`config.mk`:
```
export PLATFORM = sky130hd
export DESIGN_NAME = alu_multicycle
export DESIGN_NICKNAME = d
export VERILOG_FILES = /design/src/rtl/alu_pkg.sv /design/src/rtl/alu_seq_muldiv.sv /design/src/rtl/alu_multicycle.sv
export SDC_FILE = /design/constraint.sdc
export NUM_CORES = 1
export LEC_CHECK = 0
export CAP_MARGIN = 20
export CELL_PAD_IN_SITES_DETAIL_PLACEMENT = 0
export CELL_PAD_IN_SITES_GLOBAL_PLACEMENT = 1
export CORE_MARGIN = 5
export CORE_UTILIZATION = 30
export DETAILED_ROUTE_END_ITERATION = 7
export MAX_ROUTING_LAYER = met4
export PLACE_DENSITY = 0.68
export SKIP_LAST_GASP = 1
export SLEW_MARGIN = 25
export SYNTH_ARGS = -nofsm -noshare
export SYNTH_HDL_FRONTEND = slang
export SYNTH_SLANG_ARGS = --single-unit
```
`constraint.sdc`:
```
create_clock -name clk -period 3.5 [get_ports clk]
set_clock_uncertainty 0.15 [all_clocks]
set_input_delay 0.7 -clock clk [delete_from_list [all_inputs] [get_ports clk]]
set_output_delay 0.7 -clock clk [all_outputs]
set_load 0.03 [all_outputs]
```
`src/rtl/alu_pkg.sv`:
```
// +----------------------------------------------------------------------------+
// | alu_pkg: opcode and FSM state encodings shared by the multi-cycle ALU.     |
// | ALU_DIV_EN makes opcode 4'b1111 (DIVU) a legal multi-cycle operation.      |
// | Revision: 1.0                                                              |
// +----------------------------------------------------------------------------+
`default_nettype none

package alu_pkg;

  localparam logic [3:0] OP_MULU = 4'd0;
  localparam logic [3:0] OP_SUB  = 4'd1;
  localparam logic [3:0] OP_ADD  = 4'd2;
  localparam logic [3:0] OP_NOT  = 4'd3;
  localparam logic [3:0] OP_NEG  = 4'd4;
  localparam logic [3:0] OP_AND  = 4'd5;
  localparam logic [3:0] OP_OR   = 4'd6;
  localparam logic [3:0] OP_XOR  = 4'd7;
  localparam logic [3:0] OP_SLL  = 4'd8;
  localparam logic [3:0] OP_SRL  = 4'd9;
  localparam logic [3:0] OP_SLLV = 4'd10;
  localparam logic [3:0] OP_LUI  = 4'd11;
  localparam logic [3:0] OP_SLT  = 4'd12;
  localparam logic [3:0] OP_SLTU = 4'd13;
  localparam logic [3:0] OP_SRA  = 4'd14;
  localparam logic [3:0] OP_DIVU = 4'd15;

  localparam logic [1:0] ST_IDLE = 2'd0;
  localparam logic [1:0] ST_BUSY = 2'd1;
  localparam logic [1:0] ST_DONE = 2'd2;

  function automatic logic is_multicycle(input logic [3:0] op);
`ifdef ALU_DIV_EN
    return (op == OP_MULU) || (op == OP_DIVU);
`else
    return (op == OP_MULU);
`endif
  endfunction

endpackage

`default_nettype wire

```
`src/rtl/alu_seq_muldiv.sv`:
```
// +----------------------------------------------------------------------------+
// | alu_seq_muldiv: one-bit-per-cycle shift-add multiplier and, with           |
// | ALU_DIV_EN, restoring divider. hi/lo present the post-iteration value so   |
// | the caller can capture the final result on the edge where done is high.    |
// | Revision: 1.0                                                              |
// +----------------------------------------------------------------------------+
`default_nettype none

module alu_seq_muldiv #(
  parameter int  WIDTH = 32,
  localparam int SHW   = $clog2(WIDTH)
) (
  input  logic             clk,
  input  logic             reset,
  input  logic             start,
  input  logic             is_div,
  input  logic [WIDTH-1:0] a,
  input  logic [WIDTH-1:0] b,
  output logic             done,
  output logic [WIDTH-1:0] hi,
  output logic [WIDTH-1:0] lo
);

  logic             r_busy;
  logic [SHW-1:0]   r_cnt;
  logic [WIDTH-1:0] r_hi;
  logic [WIDTH-1:0] r_lo;
  logic [WIDTH-1:0] r_opnd;
  logic [WIDTH-1:0] w_hi_nxt;
  logic [WIDTH-1:0] w_lo_nxt;
  logic [WIDTH:0]   w_madd;

  assign w_madd = {1'b0, r_hi} + (r_lo[0] ? {1'b0, r_opnd} : '0);

`ifdef ALU_DIV_EN
  logic             r_div;
  logic [WIDTH:0]   w_shift;
  logic [WIDTH:0]   w_trial;

  assign w_shift = {r_hi, r_lo[WIDTH-1]};
  assign w_trial = w_shift - {1'b0, r_opnd};

  // A zero divisor never borrows, giving an all-ones quotient and remainder = dividend.
  always_comb begin
    w_hi_nxt = w_madd[WIDTH:1];
    w_lo_nxt = {w_madd[0], r_lo[WIDTH-1:1]};
    if (r_div) begin
      if (!w_trial[WIDTH]) begin
        w_hi_nxt = w_trial[WIDTH-1:0];
        w_lo_nxt = {r_lo[WIDTH-2:0], 1'b1};
      end else begin
        w_hi_nxt = w_shift[WIDTH-1:0];
        w_lo_nxt = {r_lo[WIDTH-2:0], 1'b0};
      end
    end
  end
`else
  logic w_unused_div;
  assign w_unused_div = is_div;

  always_comb begin
    w_hi_nxt = w_madd[WIDTH:1];
    w_lo_nxt = {w_madd[0], r_lo[WIDTH-1:1]};
  end
`endif

  assign done = r_busy && (r_cnt == SHW'(WIDTH - 1));
  assign hi   = w_hi_nxt;
  assign lo   = w_lo_nxt;

  always_ff @(posedge clk or negedge reset) begin
    if (!reset) begin
      r_busy <= 1'b0;
      r_cnt  <= '0;
      r_hi   <= '0;
      r_lo   <= '0;
      r_opnd <= '0;
`ifdef ALU_DIV_EN
      r_div  <= 1'b0;
`endif
    end else if (start) begin
      r_busy <= 1'b1;
      r_cnt  <= '0;
      r_hi   <= '0;
`ifdef ALU_DIV_EN
      r_div  <= is_div;
      r_lo   <= is_div ? a : b;
      r_opnd <= is_div ? b : a;
`else
      r_lo   <= b;
      r_opnd <= a;
`endif
    end else if (r_busy) begin
      r_hi  <= w_hi_nxt;
      r_lo  <= w_lo_nxt;
      r_cnt <= r_cnt + SHW'(1);
      if (done) begin
        r_busy <= 1'b0;
      end
    end
  end

endmodule

`default_nettype wire

```
`src/rtl/alu_multicycle.sv`:
```
// +----------------------------------------------------------------------------+
// | alu_multicycle: registered EX-stage ALU with valid/ready handshakes;       |
// | MULU (and DIVU under ALU_DIV_EN) run iteratively in alu_seq_muldiv.        |
// | Revision: 1.0                                                              |
// +----------------------------------------------------------------------------+
`default_nettype none

module alu_multicycle
  import alu_pkg::*;
#(
  parameter int  WIDTH = 32,
  localparam int SHW   = $clog2(WIDTH)
) (
  input  logic             clk,
  input  logic             reset,
  input  logic             in_valid,
  output logic             in_ready,
  input  logic [3:0]       op,
  input  logic [WIDTH-1:0] dataA,
  input  logic [WIDTH-1:0] dataB,
  input  logic [SHW-1:0]   shmt,
  output logic             out_valid,
  input  logic             out_ready,
  output logic [WIDTH-1:0] dataC,
  output logic [WIDTH-1:0] dataHi,
  output logic             zero,
  output logic             negative,
  output logic             carry,
  output logic             overflow,
  output logic             err
);

  logic [1:0]       r_state;
  logic [WIDTH-1:0] r_data_c;
  logic [WIDTH-1:0] r_data_hi;
  logic             r_zero;
  logic             r_negative;
  logic             r_carry;
  logic             r_overflow;
  logic             r_err;
  logic             r_md_err;

  logic             w_accept;
  logic             w_multi;
  logic             w_is_div;
  logic             w_div_zero;
  logic             w_md_start;
  logic             w_md_done;
  logic [WIDTH-1:0] w_md_hi;
  logic [WIDTH-1:0] w_md_lo;
  logic [WIDTH:0]   w_sum;
  logic [WIDTH:0]   w_diff;
  logic [WIDTH-1:0] w_res;
  logic             w_carry;
  logic             w_ovf;
  logic             w_err;

  assign in_ready  = (r_state == ST_IDLE);
  assign out_valid = (r_state == ST_DONE);
  assign dataC     = r_data_c;
  assign dataHi    = r_data_hi;
  assign zero      = r_zero;
  assign negative  = r_negative;
  assign carry     = r_carry;
  assign overflow  = r_overflow;
  assign err       = r_err;

  assign w_accept   = in_valid && in_ready;
  assign w_multi    = is_multicycle(op);
  assign w_md_start = w_accept && w_multi;
`ifdef ALU_DIV_EN
  assign w_is_div   = (op == OP_DIVU);
`else
  assign w_is_div   = 1'b0;
`endif
  assign w_div_zero = w_is_div && (dataB == '0);

  assign w_sum  = {1'b0, dataA} + {1'b0, dataB};
  assign w_diff = {1'b0, dataA} - {1'b0, dataB};

  // MULU/DIVU fall into the default arm here but never use this result.
  always_comb begin
    w_res   = '0;
    w_carry = 1'b0;
    w_ovf   = 1'b0;
    w_err   = 1'b0;
    case (op)
      OP_ADD: begin
        w_res   = w_sum[WIDTH-1:0];
        w_carry = w_sum[WIDTH];
        w_ovf   = (dataA[WIDTH-1] == dataB[WIDTH-1]) && (w_sum[WIDTH-1] != dataA[WIDTH-1]);
      end
      OP_SUB: begin
        w_res   = w_diff[WIDTH-1:0];
        w_carry = w_diff[WIDTH];
        w_ovf   = (dataA[WIDTH-1] != dataB[WIDTH-1]) && (w_diff[WIDTH-1] != dataA[WIDTH-1]);
      end
      OP_NOT:  w_res = ~dataA;
      OP_NEG:  w_res = '0 - dataA;
      OP_AND:  w_res = dataA & dataB;
      OP_OR:   w_res = dataA | dataB;
      OP_XOR:  w_res = dataA ^ dataB;
      OP_SLL:  w_res = dataB << shmt;
      OP_SRL:  w_res = dataB >> shmt;
      OP_SRA:  w_res = $unsigned($signed(dataB) >>> shmt);
      OP_SLLV: w_res = dataB << dataA[SHW-1:0];
      OP_LUI:  w_res = dataB << (WIDTH / 2);
      OP_SLT:  w_res = {{(WIDTH-1){1'b0}}, ($signed(dataA) < $signed(dataB))};
      OP_SLTU: w_res = {{(WIDTH-1){1'b0}}, (dataA < dataB)};
      default: w_err = 1'b1;
    endcase
  end

  alu_seq_muldiv #(
    .WIDTH (WIDTH)
  ) u_seq_muldiv (
    .clk    (clk),
    .reset  (reset),
    .start  (w_md_start),
    .is_div (w_is_div),
    .a      (dataA),
    .b      (dataB),
    .done   (w_md_done),
    .hi     (w_md_hi),
    .lo     (w_md_lo)
  );

  always_ff @(posedge clk or negedge reset) begin
    if (!reset) begin
      r_state    <= ST_IDLE;
      r_data_c   <= '0;
      r_data_hi  <= '0;
      r_zero     <= 1'b0;
      r_negative <= 1'b0;
      r_carry    <= 1'b0;
      r_overflow <= 1'b0;
      r_err      <= 1'b0;
      r_md_err   <= 1'b0;
    end else begin
      case (r_state)
        ST_IDLE: begin
          if (w_accept) begin
            if (w_multi) begin
              r_state  <= ST_BUSY;
              r_md_err <= w_div_zero;
            end else begin
              r_state    <= ST_DONE;
              r_data_c   <= w_res;
              r_data_hi  <= '0;
              r_zero     <= (w_res == '0);
              r_negative <= w_res[WIDTH-1];
              r_carry    <= w_carry;
              r_overflow <= w_ovf;
              r_err      <= w_err;
            end
          end
        end
        ST_BUSY: begin
          // Capture the final iteration's value on the same edge it is computed.
          if (w_md_done) begin
            r_state    <= ST_DONE;
            r_data_c   <= w_md_lo;
            r_data_hi  <= w_md_hi;
            r_zero     <= (w_md_lo == '0);
            r_negative <= w_md_lo[WIDTH-1];
            r_carry    <= 1'b0;
            r_overflow <= 1'b0;
            r_err      <= r_md_err;
          end
        end
        ST_DONE: begin
          if (out_ready) begin
            r_state <= ST_IDLE;
          end
        end
        default: r_state <= ST_IDLE;
      endcase
    end
  end

endmodule

`default_nettype wire
```
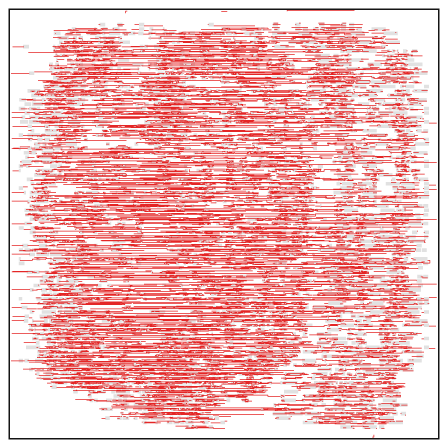
**Above:** the metal 1 layer.
The layer carries 50.5 mm of wire. The layer holds 44% of the routed length. 3299 nets have wire on it.
met1 Track Usage GR: 43.2%
Vias: 24000

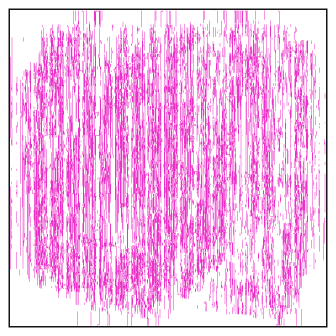
**Above:** signal wires on met2.
The layer carries 54.2 mm of wire. 3017 nets have wire on it. The layer holds 47% of the routed length. The longest straight run is 128 um. The wires run mostly vertical.
met2 track demand over resource in global routing: 53.0%
wire length reported by the detailed router: 116000 um

==> summary.rpt <==
RUN STATUS
----------------------------------------------------------------------------
Result of the run ............................................. complete, but fails checks
Violations in the final reports ............................... negative setup slack

SYNTHESIS
----------------------------------------------------------------------------
Area leader share .............................................        22.4%
FF+latch count, synth .........................................          172
Post-synth EDFFs ..............................................            0
Mean cell area of the mapped netlist ..........................     8.07 um2
And+or+nand+nor area frac .....................................        17.7%
Number of distinct library cells after synthesis ..............           90
Flip-flop cell with the highest count after synthesis ......... sky130_fd_sc_hd__dfrtp_1
Yosys stat chip area ..........................................    19200 um2
Largest combinational cell category by area ................... AND-OR/OR-AND gates
Number of warnings reported in the yosys synthesis log ........            0
Gate count after technology mapping ...........................         2386
AND-OR/OR-AND Cells, Area Fraction ............................        27.4%

LAYOUT
----------------------------------------------------------------------------
Layout cells sized above 1 ....................................        42.4%
Logic Gate Count ..............................................         1916
Highest-count logic cell in the final layout .................. sky130_fd_sc_hd__buf_4
Reg area ......................................................     4310 um2
Clock buffer count in the final layout ........................           20
Number of diodes ..............................................            0
Filler instances ..............................................         6109
Commonest cells after routing, fill and taps aside ............ sky130_fd_sc_hd__buf_4, sky130_fd_sc_hd__nand2_1, sky130_fd_sc_hd__nor2_1
Combinational share of cell area ..............................        50.9%
Final-layout non-clock buffer area share ......................        28.8%

CRITICAL PATH
----------------------------------------------------------------------------
Required time at the worst-slack endpoint .....................      3.69 ns
Critical-path cell list ....................................... dlygate4sd2_1 -> buf_12 -> buf_4 -> mux4_2 -> nand2_1 -> and3_1 -> a2111oi_1 -> buf_12 -> nor4b_2 -> o211ai_1 -> nor4b_4 -> nand4_1 -> nor4_2 -> and4b_2 -> nand4b_1 -> or4_1 -> o41ai_2
Launching point of the worst reg2reg path ..................... u_seq_muldiv.r_cnt[0]
Stage delay of the slowest cell on the critical path ..........      0.51 ns
Worst r2r dst .................................................         zero

RUN
----------------------------------------------------------------------------
Tool warnings .................................................          107
Max-cap violations ............................................            0

CTS
----------------------------------------------------------------------------
Clock network latency to the later pin of the worst-skew pair .      0.44 ns
# clock sinks .................................................          172
Clock tree from TritonCTS .....................................         done
Clock root cell ............................................... sky130_fd_sc_hd__clkbuf_16

TIMING
----------------------------------------------------------------------------
Relative slew slack ...........................................        40.8%
Worst setup margin ............................................     -1.09 ns
Setup violators final .........................................           21
Number of hold-slack violations in the final timing report ....            0
Worst hold-check slack ........................................     0.112 ns

PWR
----------------------------------------------------------------------------
Power group with the largest share ............................ combinational logic
Worst vdd ir ..................................................       409 uV
Switching part of the total power .............................        43.9%
Pwr dens ......................................................   439 nW/um2
Relative contribution of combinational cells to total power ...        63.0%
Sequential power ..............................................      3.29 mW

DRT
----------------------------------------------------------------------------
Iteration tally of the first detailed-router pass .............            6
Routed wl met3 ................................................      6760 um
Initial detailed-routing violation count ......................         2362
Average detailed-routed wire length per instance ..............      27.7 um

FLOORPLANNING
----------------------------------------------------------------------------
I/O pins ......................................................          148

GRT
----------------------------------------------------------------------------
Via count of the first global-routing pass ....................        24000
Total congestion overflow after global routing ................            0

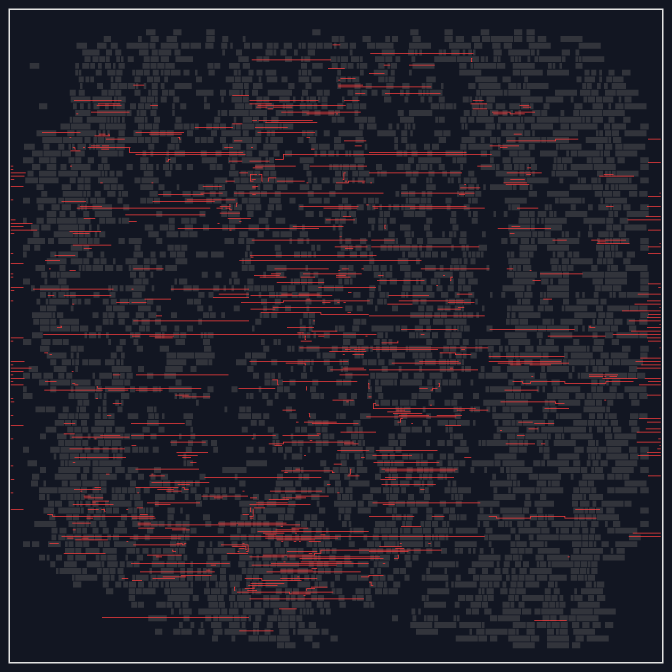
**Above:** the metal 3 layer.
The layer carries 6760 um of wire. 449 nets have wire on it. The longest straight run is 171 um. The layer holds 5.8% of the routed length. The wires run mostly horizontal.
met3 Track Usage GR: 2.91%

[through the flow]
step	utilization, %	instances	power (mW)	setup TNS, ns
2_1_floorplan	-	2386	7.34	-2.30
6_report	49.9	4175	13.9	-8.69
4_1_cts	48.6	4149	13.5	-7.62
3_5_place_dp	43.7	4009	10.8	-49.70
5_1_grt	49.9	4175	14.7	-11.03
3_3_place_gp	43.7	4009	10.6	-49.24
[how the worst max path moves through the flow]
| stage | end | slack [ns] | cells after the start |
|---|---|---|---|
| after global placement | zero | -2.36 | 17 |
| after CTS | zero | -1.10 | 14 |
| final | zero | -1.09 | 17 |
| after global routing | zero | -1.21 | 17 |
| after floorplan | zero | -0.88 | 16 |
| after detailed placement | zero | -2.34 | 17 |
Power and IR drop assume default switching activity.
